--- src/rtl/axil_master_pkg.sv ---
// Shared types for the AXI4-Lite command master: response codes, FSM states
// and a small response-classification helper.
package axil_master_pkg;

    localparam int RESP_W = 2;

    typedef enum logic [RESP_W-1:0] {
        OKAY   = 2'b00,
        EXOKAY = 2'b01,
        SLVERR = 2'b10,
        DECERR = 2'b11
    } axil_resp_e;

    typedef enum logic [2:0] {
        IDLE,
        WR,
        WR_B,
        RD_A,
        RD_D,
        RSP
    } state_e;

    // Anything other than OKAY counts as an error response.
    function automatic logic resp_is_err(input logic [RESP_W-1:0] resp);
        return axil_resp_e'(resp) != OKAY;
    endfunction

endpackage

--- src/rtl/axi_lite_cmd_master.sv ---
// AXI4-Lite master: turns a valid/ready command stream into single read/write
// transactions, one in flight. Optional error counter under AXIL_ERR_CNT_EN.
module axi_lite_cmd_master
    import axil_master_pkg::*;
#(
    parameter int         ADDR_WIDTH = 32,
    parameter int         DATA_WIDTH = 32,
    parameter logic [2:0] AXPROT     = 3'b000
) (
    input  logic                    clk,
    input  logic                    rst,

    input  logic                    cmd_valid,
    output logic                    cmd_ready,
    input  logic                    cmd_write,
    input  logic [ADDR_WIDTH-1:0]   cmd_addr,
    input  logic [DATA_WIDTH-1:0]   cmd_wdata,
    input  logic [DATA_WIDTH/8-1:0] cmd_wstrb,

    output logic                    rsp_valid,
    input  logic                    rsp_ready,
    output logic                    rsp_write,
    output logic [DATA_WIDTH-1:0]   rsp_rdata,
    output logic [RESP_W-1:0]       rsp_resp,
    output logic                    busy,

    output logic [ADDR_WIDTH-1:0]   awaddr,
    output logic [2:0]              awprot,
    output logic                    awvalid,
    input  logic                    awready,

    output logic [DATA_WIDTH-1:0]   wdata,
    output logic [DATA_WIDTH/8-1:0] wstrb,
    output logic                    wvalid,
    input  logic                    wready,

    input  logic [RESP_W-1:0]       bresp,
    input  logic                    bvalid,
    output logic                    bready,

    output logic [ADDR_WIDTH-1:0]   araddr,
    output logic [2:0]              arprot,
    output logic                    arvalid,
    input  logic                    arready,

    input  logic [DATA_WIDTH-1:0]   rdata,
    input  logic [RESP_W-1:0]       rresp,
    input  logic                    rvalid,
    output logic                    rready
`ifdef AXIL_ERR_CNT_EN
    ,
    output logic [15:0]             err_count
`endif
);

    localparam int STRB_WIDTH = DATA_WIDTH / 8;

    state_e                  state_q, state_d;
    logic [ADDR_WIDTH-1:0]   addr_q, addr_d;
    logic [DATA_WIDTH-1:0]   wdata_q, wdata_d;
    logic [STRB_WIDTH-1:0]   wstrb_q, wstrb_d;
    logic                    aw_done_q, aw_done_d;
    logic                    w_done_q, w_done_d;

    logic                    cmd_ready_d, busy_d;
    logic                    awvalid_d, wvalid_d, bready_d, arvalid_d, rready_d;
    logic                    rsp_valid_d, rsp_write_d;
    logic [DATA_WIDTH-1:0]   rsp_rdata_d;
    logic [RESP_W-1:0]       rsp_resp_d;

    logic                    cmd_hs, aw_hs, w_hs, b_hs, ar_hs, r_hs, rsp_hs;

    // One address register serves both channels; only one valid is ever raised.
    assign awaddr = addr_q;
    assign araddr = addr_q;
    assign awprot = AXPROT;
    assign arprot = AXPROT;
    assign wdata  = wdata_q;
    assign wstrb  = wstrb_q;

    assign cmd_hs = cmd_valid && cmd_ready;
    assign aw_hs  = awvalid && awready;
    assign w_hs   = wvalid && wready;
    assign b_hs   = bvalid && bready;
    assign ar_hs  = arvalid && arready;
    assign r_hs   = rvalid && rready;
    assign rsp_hs = rsp_valid && rsp_ready;

    always_comb begin
        // NOTE: every variable written here gets a default first, so no path
        // through the case can leave one unassigned and infer a latch.
        state_d     = state_q;
        addr_d      = addr_q;
        wdata_d     = wdata_q;
        wstrb_d     = wstrb_q;
        aw_done_d   = aw_done_q;
        w_done_d    = w_done_q;
        awvalid_d   = awvalid;
        wvalid_d    = wvalid;
        bready_d    = bready;
        arvalid_d   = arvalid;
        rready_d    = rready;
        rsp_valid_d = rsp_valid;
        rsp_write_d = rsp_write;
        rsp_rdata_d = rsp_rdata;
        rsp_resp_d  = rsp_resp;

        unique case (state_q)
            IDLE: begin
                if (cmd_hs) begin
                    addr_d  = cmd_addr;
                    wdata_d = cmd_wdata;
                    wstrb_d = cmd_wstrb;
                    if (cmd_write) begin
                        state_d   = WR;
                        awvalid_d = 1'b1;
                        wvalid_d  = 1'b1;
                        aw_done_d = 1'b0;
                        w_done_d  = 1'b0;
                    end else begin
                        state_d   = RD_A;
                        arvalid_d = 1'b1;
                    end
                end
            end

            // AW and W complete independently, in either order.
            WR: begin
                if (aw_hs) begin
                    awvalid_d = 1'b0;
                    aw_done_d = 1'b1;
                end
                if (w_hs) begin
                    wvalid_d = 1'b0;
                    w_done_d = 1'b1;
                end
                if (aw_done_d && w_done_d) begin
                    state_d  = WR_B;
                    bready_d = 1'b1;
                end
            end

            WR_B: begin
                if (b_hs) begin
                    bready_d    = 1'b0;
                    rsp_valid_d = 1'b1;
                    rsp_write_d = 1'b1;
                    rsp_rdata_d = '0;
                    rsp_resp_d  = bresp;
                    state_d     = RSP;
                end
            end

            RD_A: begin
                if (ar_hs) begin
                    arvalid_d = 1'b0;
                    rready_d  = 1'b1;
                    state_d   = RD_D;
                end
            end

            RD_D: begin
                if (r_hs) begin
                    rready_d    = 1'b0;
                    rsp_valid_d = 1'b1;
                    rsp_write_d = 1'b0;
                    rsp_rdata_d = rdata;
                    rsp_resp_d  = rresp;
                    state_d     = RSP;
                end
            end

            RSP: begin
                if (rsp_hs) begin
                    rsp_valid_d = 1'b0;
                    state_d     = IDLE;
                end
            end

            default: state_d = IDLE;
        endcase

        // Decoded from the next state so both flags are plain flops.
        cmd_ready_d = (state_d == IDLE);
        busy_d      = (state_d != IDLE);
    end

    always_ff @(posedge clk or negedge rst) begin
        if (!rst) begin
            state_q   <= IDLE;
            addr_q    <= '0;
            wdata_q   <= '0;
            wstrb_q   <= '0;
            aw_done_q <= 1'b0;
            w_done_q  <= 1'b0;
            cmd_ready <= 1'b1;
            busy      <= 1'b0;
            awvalid   <= 1'b0;
            wvalid    <= 1'b0;
            bready    <= 1'b0;
            arvalid   <= 1'b0;
            rready    <= 1'b0;
            rsp_valid <= 1'b0;
            rsp_write <= 1'b0;
            rsp_rdata <= '0;
            rsp_resp  <= '0;
        end else begin
            // NOTE: non-blocking so every flop samples pre-edge values.
            state_q   <= state_d;
            addr_q    <= addr_d;
            wdata_q   <= wdata_d;
            wstrb_q   <= wstrb_d;
            aw_done_q <= aw_done_d;
            w_done_q  <= w_done_d;
            cmd_ready <= cmd_ready_d;
            busy      <= busy_d;
            awvalid   <= awvalid_d;
            wvalid    <= wvalid_d;
            bready    <= bready_d;
            arvalid   <= arvalid_d;
            rready    <= rready_d;
            rsp_valid <= rsp_valid_d;
            rsp_write <= rsp_write_d;
            rsp_rdata <= rsp_rdata_d;
            rsp_resp  <= rsp_resp_d;
        end
    end

`ifdef AXIL_ERR_CNT_EN
    logic resp_err;

    assign resp_err = (b_hs && (state_q == WR_B) && resp_is_err(bresp)) ||
                      (r_hs && (state_q == RD_D) && resp_is_err(rresp));

    // Saturating; only reset clears it.
    always_ff @(posedge clk or negedge rst) begin
        if (!rst) begin
            err_count <= '0;
        end else if (resp_err && (err_count != 16'hFFFF)) begin
            err_count <= err_count + 16'd1;
        end
    end
`endif

endmodule

--- config.mk ---
export PLATFORM = sky130hd
export DESIGN_NAME = axi_lite_cmd_master
export DESIGN_NICKNAME = d
export VERILOG_FILES = /design/src/rtl/axil_master_pkg.sv /design/src/rtl/axi_lite_cmd_master.sv
export SDC_FILE = /design/constraint.sdc
export NUM_CORES = 1
export LEC_CHECK = 0
export CORE_MARGIN = 1.5
export CORE_UTILIZATION = 39
export CTS_CLUSTER_SIZE = 24
export DETAILED_ROUTE_END_ITERATION = 8
export PLACE_DENSITY = 0.91
export SLEW_MARGIN = 20
export SYNTH_ARGS = -nofsm -noshare
export SYNTH_HDL_FRONTEND = slang
export SYNTH_SLANG_ARGS = --single-unit
--- constraint.sdc ---
create_clock -name clk -period 1.8 [get_ports clk]
set_input_delay 0.36 -clock clk [delete_from_list [all_inputs] [get_ports clk]]
set_output_delay 0.36 -clock clk [all_outputs]
set_load 0.03 [all_outputs]
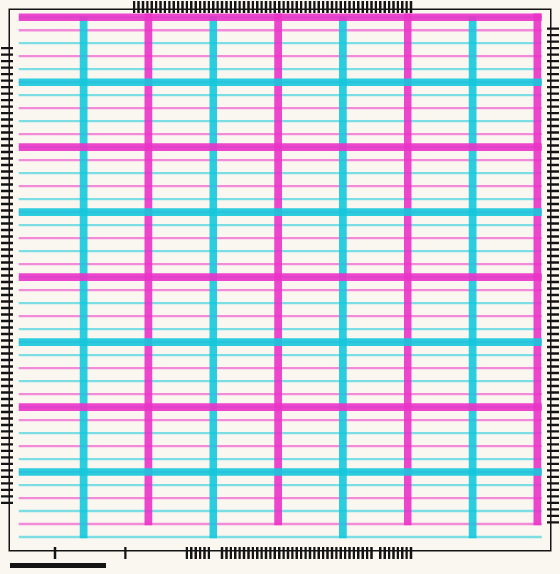
(images/power_grid.png)
Bar = 20 um. Pins as bars on the die edge.
[magenta] VDD
[cyan] VSS
met4 straps: 8
met1 rails: 41
signal pins: 263
rows: 40
met5 straps: 8
core area: 11900 um2
Die X: 113 um

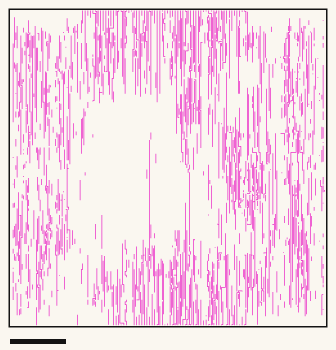
(images/layer_met2.png)
Bar = 20 um.
longest straight run: 55.5 um
share of all routed wire: 52%
DR vias: 4291
global routing usage on met2: 38.8%
final wirelength: 13.9 mm

==> out/results.tsv <==
metric	value	unit
Sw Share	42.9	%
Dominant combinational family	simple AND/OR/NAND/NOR gates	
Yosys top cell by instances	nand2_1	
fin util	65.2	%
Worst-Skew Late Latency	0.41	ns
Crit path required time	2.08	ns
syn_area_per_cell	10.1	um2
worst path cell trace	and3b_1 > a32oi_1 > nand4_1 > or4_1	
Power Sequential	0.00432	W
Final GP Congestion	0.876	
Detail Route Antenna Nets	0	
Die Area	12800	um2
Iter 0 DRT Violations	244	
Register Area	2900	um2
Seq pwr share	30.2	%
#FFs+latches synth	116	
Total GRT Usage	22.4	%
max layer used	met5	
post-route design area	7760	um2
final setup fails	0	
Yosys Instances	468	
cell depth of the worst flop-to-flop path	4	
metal2 WL	7.21	mm
Top Ports	263	
layout cell share with drive strength beyond 1	8.48	%
Combinational Power	0.00655	W
first-pass GRT wire length	22.2	mm
Top pwr grp	combinational cells	
maximum VDD drop	949	uV
M1 GR Usage	24.8	%
flop share of the area	37.4	%
Setup Buffers After CTS	0	
cts hold-fix bufs	1	
Commonest Layout Cell	nand2_1	
first drt pass iteration count	4	
max-cap violations	0	
Fillers	933	
Max Fclk	0.579	GHz
clock sink count	116	
Cell Int Power	0.00817	W
Fin Setup TNS	0	ns
placed insts	834	
yosys adder share	0	%
Critical Path Source Type	flop	
status	finished, final reports clean	
number of global-route vias before repair	4446	
fp_density	39.6	%
tool warning count	26	
Dominant flop cell	dfrtp_1	
NonClk Buf Share	33.9	%
Top Layout Cells	nand2_1 (219), dlygate4sd2_1 (136), dfrtp_1 (115), clkdlybuf4s50_1 (112), a22o_1 (32)	
register share after synthesis	61.5	%
leakage power total	4.23	nW
CTS Buf Count	17	
Arrival @ worst endpoint	2.00	ns
Slowest-stage cell, CP	or4_1	
total number of cells along the worst setup path	4	
final std cells w/o fill	866	
Setup crit start	state_q[0]	
cell count after synthesis	468	
Reg clk slew, reported paths	0.05	ns
ClkCell Share	7.87	%
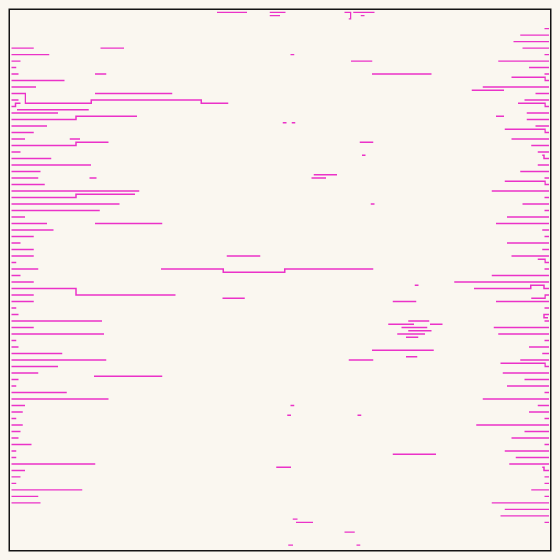
(images/layer_met3.png)
wire length on this layer: 1250 um
nets with wire on the layer: 176
longest straight run: 26.4 um
share of all routed wire: 8.9%
main direction: horizontal
GRT met3 Usage: 7.87%

No activity file was given, so power comes from the tool's default toggle rates.
